==> run_1/cell_classes.png <==
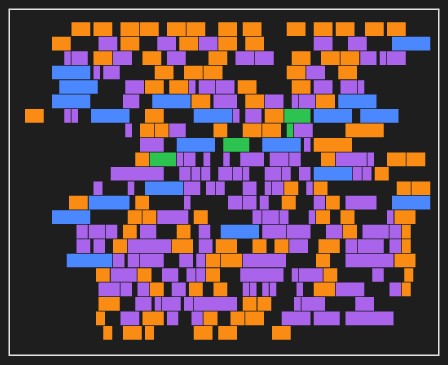
==> run_1/final_congestion.png <==
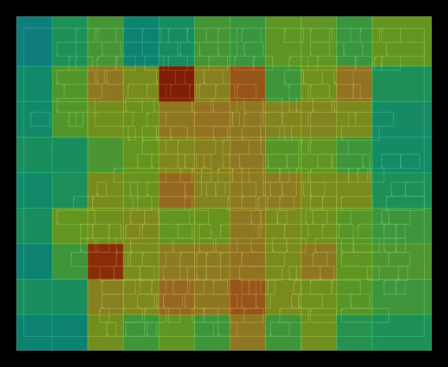
==> run_1/density.png <==
The die is cut into 8 by 6 equal tiles; black is low, pale yellow is high, 0 to 100% covered.
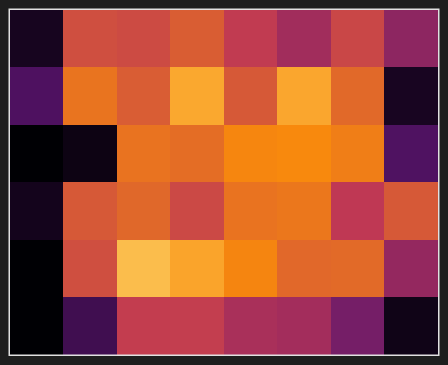
### src/rtl/reg_write_arbiter_if.sv
// Bundle between the requesters and the shared-register write arbiter.
// Latency: none (plain signal bundle).
// Backpressure: requesters hold req/wdata until they see their gnt bit.
//
// Signals:
//   req/lock/wdata : requester -> arbiter (per-requester request, burst lock, data)
//   gnt            : arbiter -> requester, one-hot-or-zero grant
//   reg_en/reg_d   : arbiter -> shared register write port
//   owner_id/busy  : arbiter status (last writer, burst in progress)
interface reg_write_arbiter_if #(
  parameter int NUM_REQ = 4,
  parameter int WIDTH   = 8,
  parameter int IDW     = $clog2(NUM_REQ)
) ();

  logic [NUM_REQ-1:0]       req;
  logic [NUM_REQ-1:0]       lock;
  logic [NUM_REQ*WIDTH-1:0] wdata;
  logic [NUM_REQ-1:0]       gnt;
  logic                     reg_en;
  logic [WIDTH-1:0]         reg_d;
  logic [IDW-1:0]           owner_id;
  logic                     busy;

  // Requester side: drives requests, observes grants and register port.
  modport master (
    output req, lock, wdata,
    input  gnt, reg_en, reg_d, owner_id, busy
  );

  // Arbiter side.
  modport slave (
    input  req, lock, wdata,
    output gnt, reg_en, reg_d, owner_id, busy
  );

endinterface

### src/rtl/reg_write_arbiter.sv
// Round-robin write arbiter sharing one enabled D/Q register among NUM_REQ requesters, with bounded lock bursts.
// Latency: gnt is combinational; a transfer in cycle t drives reg_en/reg_d in cycle t+1.
// Backpressure: requests are not latched; a requester holds req/wdata until its gnt bit is seen.
//
// Ports:
//   clk      : posedge clock
//   rst      : synchronous active-high reset; forces gnt to zero and aborts any burst
//   bus      : slave modport of reg_write_arbiter_if (req/lock/wdata in; gnt, reg_en, reg_d,
//              owner_id, busy out)
module reg_write_arbiter #(
  parameter int NUM_REQ   = 4,
  parameter int WIDTH     = 8,
  parameter int MAX_BURST = 4,
  parameter int IDW       = $clog2(NUM_REQ)
) (
  input  logic                 clk,
  input  logic                 rst,
  reg_write_arbiter_if.slave   bus
);

  localparam int CW = $clog2(MAX_BURST + 1);
  // With a burst cap of one, a lock can never extend ownership past the first transfer.
  localparam bit CAN_LOCK = (MAX_BURST > 1);

  typedef enum logic [0:0] {
    IDLE   = 1'b0,
    LOCKED = 1'b1
  } state_t;

  state_t          state_q, state_d;
  logic [IDW-1:0]  ptr_q, ptr_d;
  logic [IDW-1:0]  owner_q, owner_d;
  logic [CW-1:0]   burst_cnt_q, burst_cnt_d;

  logic            reg_en_q;
  logic [WIDTH-1:0] reg_d_q;
  logic [IDW-1:0]  owner_id_q;
  logic            busy_q;

  logic [NUM_REQ-1:0] gnt_c;
  logic               xfer_c;
  logic [IDW-1:0]     win_c;

  logic               rr_found;
  logic [IDW-1:0]     rr_win;
  logic [IDW-1:0]     rr_cand;

  // Increment modulo NUM_REQ (NUM_REQ need not be a power of two).
  function automatic logic [IDW-1:0] next_idx(input logic [IDW-1:0] i);
    return (int'(i) == NUM_REQ - 1) ? '0 : i + 1'b1;
  endfunction

  // Round-robin scan: first requester at or after ptr, wrapping.
  always_comb begin
    rr_found = 1'b0;
    rr_win   = '0;
    rr_cand  = '0;
    for (int k = 0; k < NUM_REQ; k++) begin
      rr_cand = IDW'((int'(ptr_q) + k) % NUM_REQ);
      if (!rr_found && bus.req[rr_cand]) begin
        rr_found = 1'b1;
        rr_win   = rr_cand;
      end
    end
  end

  // Next-state, grant and transfer decode.
  always_comb begin
    state_d     = state_q;
    ptr_d       = ptr_q;
    owner_d     = owner_q;
    burst_cnt_d = burst_cnt_q;
    gnt_c       = '0;
    xfer_c      = 1'b0;
    win_c       = '0;

    if (!rst) begin
      unique case (state_q)
        IDLE: begin
          if (rr_found) begin
            gnt_c[rr_win] = 1'b1;
            xfer_c        = 1'b1;
            win_c         = rr_win;
            if (bus.lock[rr_win] && CAN_LOCK) begin
              // Pointer stays put during the burst; rotation happens on release.
              state_d     = LOCKED;
              owner_d     = rr_win;
              burst_cnt_d = CW'(1);
            end else begin
              ptr_d = next_idx(rr_win);
            end
          end
        end

        LOCKED: begin
          win_c = owner_q;
          if (bus.req[owner_q]) begin
            gnt_c[owner_q] = 1'b1;
            xfer_c         = 1'b1;
            burst_cnt_d    = burst_cnt_q + CW'(1);
            // Release on dropped lock or when this transfer reaches the cap,
            // even if lock is still asserted.
            if (!bus.lock[owner_q] || (int'(burst_cnt_q) + 1 == MAX_BURST)) begin
              state_d = IDLE;
              ptr_d   = next_idx(owner_q);
            end
          end else begin
            // Owner walked away: give up the lock without a transfer.
            state_d = IDLE;
            ptr_d   = next_idx(owner_q);
          end
        end

        default: begin
          state_d = IDLE;
        end
      endcase
    end
  end

  always_ff @(posedge clk) begin
    if (rst) begin
      state_q     <= IDLE;
      ptr_q       <= '0;
      owner_q     <= '0;
      burst_cnt_q <= '0;
      reg_en_q    <= 1'b0;
      reg_d_q     <= '0;
      owner_id_q  <= '0;
      busy_q      <= 1'b0;
    end else begin
      state_q     <= state_d;
      ptr_q       <= ptr_d;
      owner_q     <= owner_d;
      burst_cnt_q <= burst_cnt_d;
      reg_en_q    <= xfer_c;
      busy_q      <= (state_d == LOCKED);
      // Data and id hold their last value when nothing transfers.
      if (xfer_c) begin
        reg_d_q    <= bus.wdata[int'(win_c)*WIDTH +: WIDTH];
        owner_id_q <= win_c;
      end
    end
  end

  assign bus.gnt      = gnt_c;
  assign bus.reg_en   = reg_en_q;
  assign bus.reg_d    = reg_d_q;
  assign bus.owner_id = owner_id_q;
  assign bus.busy     = busy_q;

  gnt_onehot0: assert property (@(posedge clk) $onehot0(gnt_c));
  gnt_quiet_in_reset: assert property (@(posedge clk) rst |-> (gnt_c == '0));

endmodule

### src/flat_wrapper.sv
// flat-port wrapper written by rule: the top's interface ports become plain ports
module reg_write_arbiter_flat 
#(
  parameter int NUM_REQ   = 4,
  parameter int WIDTH     = 8,
  parameter int MAX_BURST = 4,
  parameter int IDW       = $clog2(NUM_REQ)
)
  (clk, rst, bus_req, bus_lock, bus_wdata, bus_gnt, bus_reg_en, bus_reg_d, bus_owner_id, bus_busy);
  reg_write_arbiter_if #(.NUM_REQ(NUM_REQ), .WIDTH(WIDTH), .IDW(IDW)) bus_i ();
  input  logic clk;
  input  logic rst;
  input wire logic [$bits(bus_i.req)-1:0] bus_req;
  input wire logic [$bits(bus_i.lock)-1:0] bus_lock;
  input wire logic [$bits(bus_i.wdata)-1:0] bus_wdata;
  output wire logic [$bits(bus_i.gnt)-1:0] bus_gnt;
  output wire logic [$bits(bus_i.reg_en)-1:0] bus_reg_en;
  output wire logic [$bits(bus_i.reg_d)-1:0] bus_reg_d;
  output wire logic [$bits(bus_i.owner_id)-1:0] bus_owner_id;
  output wire logic [$bits(bus_i.busy)-1:0] bus_busy;
  assign bus_i.req = bus_req;
  assign bus_i.lock = bus_lock;
  assign bus_i.wdata = bus_wdata;
  assign bus_gnt = bus_i.gnt;
  assign bus_reg_en = bus_i.reg_en;
  assign bus_reg_d = bus_i.reg_d;
  assign bus_owner_id = bus_i.owner_id;
  assign bus_busy = bus_i.busy;
  reg_write_arbiter #(.NUM_REQ(NUM_REQ), .WIDTH(WIDTH), .MAX_BURST(MAX_BURST), .IDW(IDW)) u_core (.clk(clk), .rst(rst), .bus(bus_i));
endmodule
### config.mk
export PLATFORM = sky130hd
export DESIGN_NAME = reg_write_arbiter_flat
export DESIGN_NICKNAME = d
export VERILOG_FILES = /design/src/rtl/reg_write_arbiter_if.sv /design/src/rtl/reg_write_arbiter.sv /design/src/flat_wrapper.sv
export SDC_FILE = /design/constraint.sdc
export NUM_CORES = 1
export LEC_CHECK = 0
export ABC_CLOCK_PERIOD_IN_PS = 1900
export CORE_ASPECT_RATIO = 0.8
export CORE_UTILIZATION = 30
export CTS_CLUSTER_DIAMETER = 40
export CTS_CLUSTER_SIZE = 24
export DETAILED_ROUTE_END_ITERATION = 7
export GPL_ROUTABILITY_DRIVEN = 1
export SLEW_MARGIN = 20
export SYNTH_ARGS = -nofsm -noshare
export SYNTH_HDL_FRONTEND = slang
export SYNTH_SLANG_ARGS = --single-unit
export TNS_END_PERCENT = 10
### constraint.sdc
create_clock -name clk -period 1.9 [get_ports clk]
set_input_delay 0.38 -clock clk [delete_from_list [all_inputs] [get_ports clk]]
set_output_delay 0.38 -clock clk [all_outputs]
set_load 0.01 [all_outputs]
==> results.tsv, run 1 <==
metric	value	unit
clkbuf_count	4	
slew_headroom	81.9	%
drive_above_1_share	35.8	%
powerDensity	1060	mW/mm2
syn-cell-area	0.00148	mm2
muxShareOfSynthArea	21.0	%
nonClockInverterCount	14	
r2r_end	u_core.burst_cnt_q[2]	
use_met2	27.2	%
diodes	0	
fin_skew	0.00563	ns
register_area	385	um2
rr_worst_depth	8	
fp-utilization	31.8	%
synth-async-reset-ratio	0	%
worstMarginPinSlew	0.264	ns
critical_path.top_delay_family	simple AND/OR/NAND/NOR gates	
fillerInstances	416	
violations	negative setup slack	
pwr-share-clk	10.3	%
place_area	0.00239	mm2
comb-cell-share	42.2	%
grt_pass1_wl	7380	um
critPathBufInv	3	
seq_area_frac_synth	25.7	%
maxPowerGroup	combinational cells	
p_int	0.00172	W
simple_gate_share	16.9	%
routed_via_density	4.94	
cp-endpoint	bus_gnt[0]	
grt_overflow_total	0	
synthAoiAreaFrac	21.1	%
path_class	flop to output pin	
setup_ws	-0.279	ns
ys_ff	19	
p_clk	0.000285	W
switchingPower	0.00106	W
finalSetupTns	-2.23	ns
warnings	36	
fmax	0.459	GHz
ir_worst_vdd	0.460	mV
outcome	finished, violations left	
antenna_found_initial	0	
required	1.52	ns
synth-xor-area-share	0	%
fin_total_pwr	0.00278	W
grt_pass1_vias	1542	
grt.busiest_layer	met2	
final_area	0.00261	mm2
ys_area	0.00148	mm2
crit_fanout	6	
start_kind	flop	
endpoint_kind	output pin	
seq_area_share	14.8	%
drc_errors	0	
final-setup-viol-count	18	
cap_violations	0	
cp.arrival	1.80	ns
synth.avg_cell_area	9.07	um2
sequentialPowerShare	22.8	%
design.core.area	0.00465	mm2
hold_viol	0	
flop_cell	dfxtp_1	
lay_top_count	clkdlybuf4s50_1	
clock_latency	0.26	ns
worstHoldStart	u_core.bus.owner_id[1]	
logic_family	AND-OR/OR-AND gates	
io_pins	58	
row_count	22	
final_cells	325	
critical_path_depth	9	
grt_max_degree	11	
chip_area	0.00522	mm2
ys_types	42	
adder_share	8.46	%
largest_register_ffs	8	
buf_share	36.3	%
tapCellCount	60	
ff_count	19	
Back to the opening pictures, cell_classes.png:
class	color	cells
all other logic	purple	138
flip-flops	blue	19
clock drivers and dummy loads	green	4
other buffers and delay cells	orange	104

Back to the opening pictures, final_congestion.png:
fin util: 56.1%
drt wl/cell: 13.9 um
gr usage total: 18.3%

Back to the opening pictures, density.png:
nearly empty tiles	6.2%
mean over tiles	49%
fullest tile	86%

## run 1: metal layers
metal	vias to the layer above	part of all wire [%]
met5	-	0
met4	0	0.51
met3	2	3.5
met2	29	44
met1	766	52
li1	809	-
## run 1: cell usage after synthesis (3+ instances only)
library cell	instances	area share, %
a21oi_1	7	2.4
and2_4	3	1.8
dfxtp_1	19	26
ha_1	10	8.5
inv_1	14	3.6
mux2i_1	22	15
mux4_2	4	6.1
nand2_1	18	4.6
nand2b_1	3	1.3
nand3_1	3	1.0
nor2_1	5	1.3
nor2b_1	3	1.3
nor3_1	3	1.0
o211ai_1	4	2.0
o21ai_1	4	1.4
o221ai_1	8	4.7
## Run 2: what changed since run 1
- ABC_CLOCK_PERIOD_IN_PS: 1900 -> 2400
- CAP_MARGIN: unset -> 40
- clock period: 1.9 -> 2.4 ns (I/O delays scaled with it)
==> run_2/registers.png <==
Other sequential cells in the stronger gray, the rest of the logic in the fainter gray.
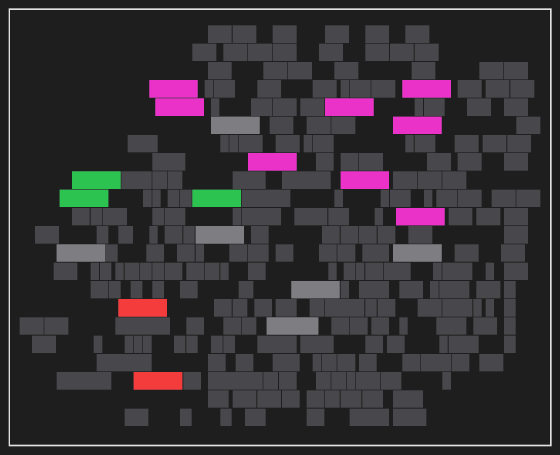
netlist name	color	flops
`u_core.burst_cnt_q`	green	3
`u_core.bus.reg_d`	magenta	8
`u_core.owner_q`	red	2
not colored	6

==> run_2/cell_classes.png <==
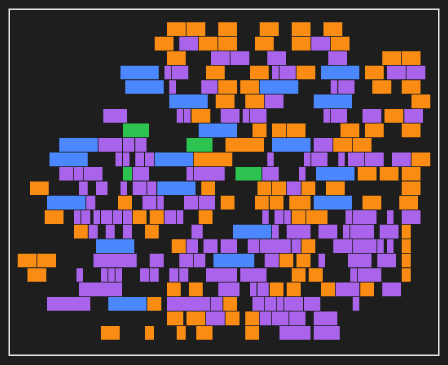
class	color	cells
clock drivers and dummy loads	green	4
flip-flops	blue	19
all other logic	purple	138
other buffers and delay cells	orange	94

==> run_2/density.png <==
The die is cut into 8 by 6 equal tiles; black is low, pale yellow is high, 0 to 100% covered.
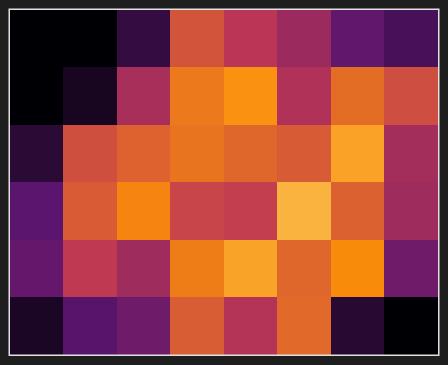
mean over tiles	45%
emptiest ninth of the die	north-west
tiles over 75% full	8.3%

==> results.tsv, run 2 <==
metric	value	unit
endpoint_kind	output pin	
grt_max_degree	12	
cp-endpoint	bus_gnt[0]	
ys_ff	19	
sequentialPowerShare	24.9	%
area_leaders	dfxtp_1, mux2i_1, ha_1	
hold_viol	0	
cp.arrival	1.91	ns
drt-wirelength-per-cell	14.4	um
fp-utilization	31.8	%
io_pins	58	
powerDensity	834	mW/mm2
critical_path_depth	9	
outcome	complete, no violations	
rr_worst_depth	9	
track_usage	17.0	%
fillerInstances	429	
synth.avg_cell_area	9.07	um2
routed_via_density	5.06	
clock_latency	0.26	ns
critPathBufInv	3	
finalSetupTns	0	ns
ir_worst_vdd	0.328	mV
wl_met2	2040	um
final-setup-viol-count	0	
seq_area_frac_synth	25.7	%
synth_dominant_cell_count	mux2i_1	
synth-async-reset-ratio	0	%
path_class	primary input to output pin	
p_clk	0.000227	W
routed.top_layer	met4	
drc_errors	0	
start_kind	primary input	
drive_above_1_share	25.9	%
slew_headroom	76.1	%
met1_length	2090	um
p_int	0.00125	W
warnings	34	
fmax	0.419	GHz
use_met2	26.5	%
pwr-share-clk	11.2	%
row_count	22	
flop_cell	dfxtp_1	
utilization	52.2	%
common_cells	mux2i_1, dfxtp_1, nand2_1	
final_cells	315	
worstHoldStart	u_core.bus.owner_id[1]	
final_area	0.00243	mm2
chip_area	0.00522	mm2
switchingPower	0.000778	W
run 2: cell counts after synthesis:
No cell type changed its count.
run 2: area by class of cell:
| class | instances | area share (%) |
|---|---|---|
| multi-input combinational | 124 | 42.1 |
| timing repair buffer | 94 | 35.0 |
| sequential | 19 | 15.7 |
| tap | 60 | 3.09 |
| inverter | 14 | 2.17 |
| clock buffer | 3 | 1.70 |
| clock inverter | 1 | 0.206 |
run 2: cell families after synthesis:
family / Yosys count / synth area share, %
AOI/OAI and AO/OA: 42 / 21.1
adders and majority gates: 10 / 8.46
and+or+nand+nor: 46 / 16.9
buffers and inverters: 20 / 6.85
DFF: 19 / 25.7
muxes: 26 / 21.0
Power and IR drop assume default switching activity.
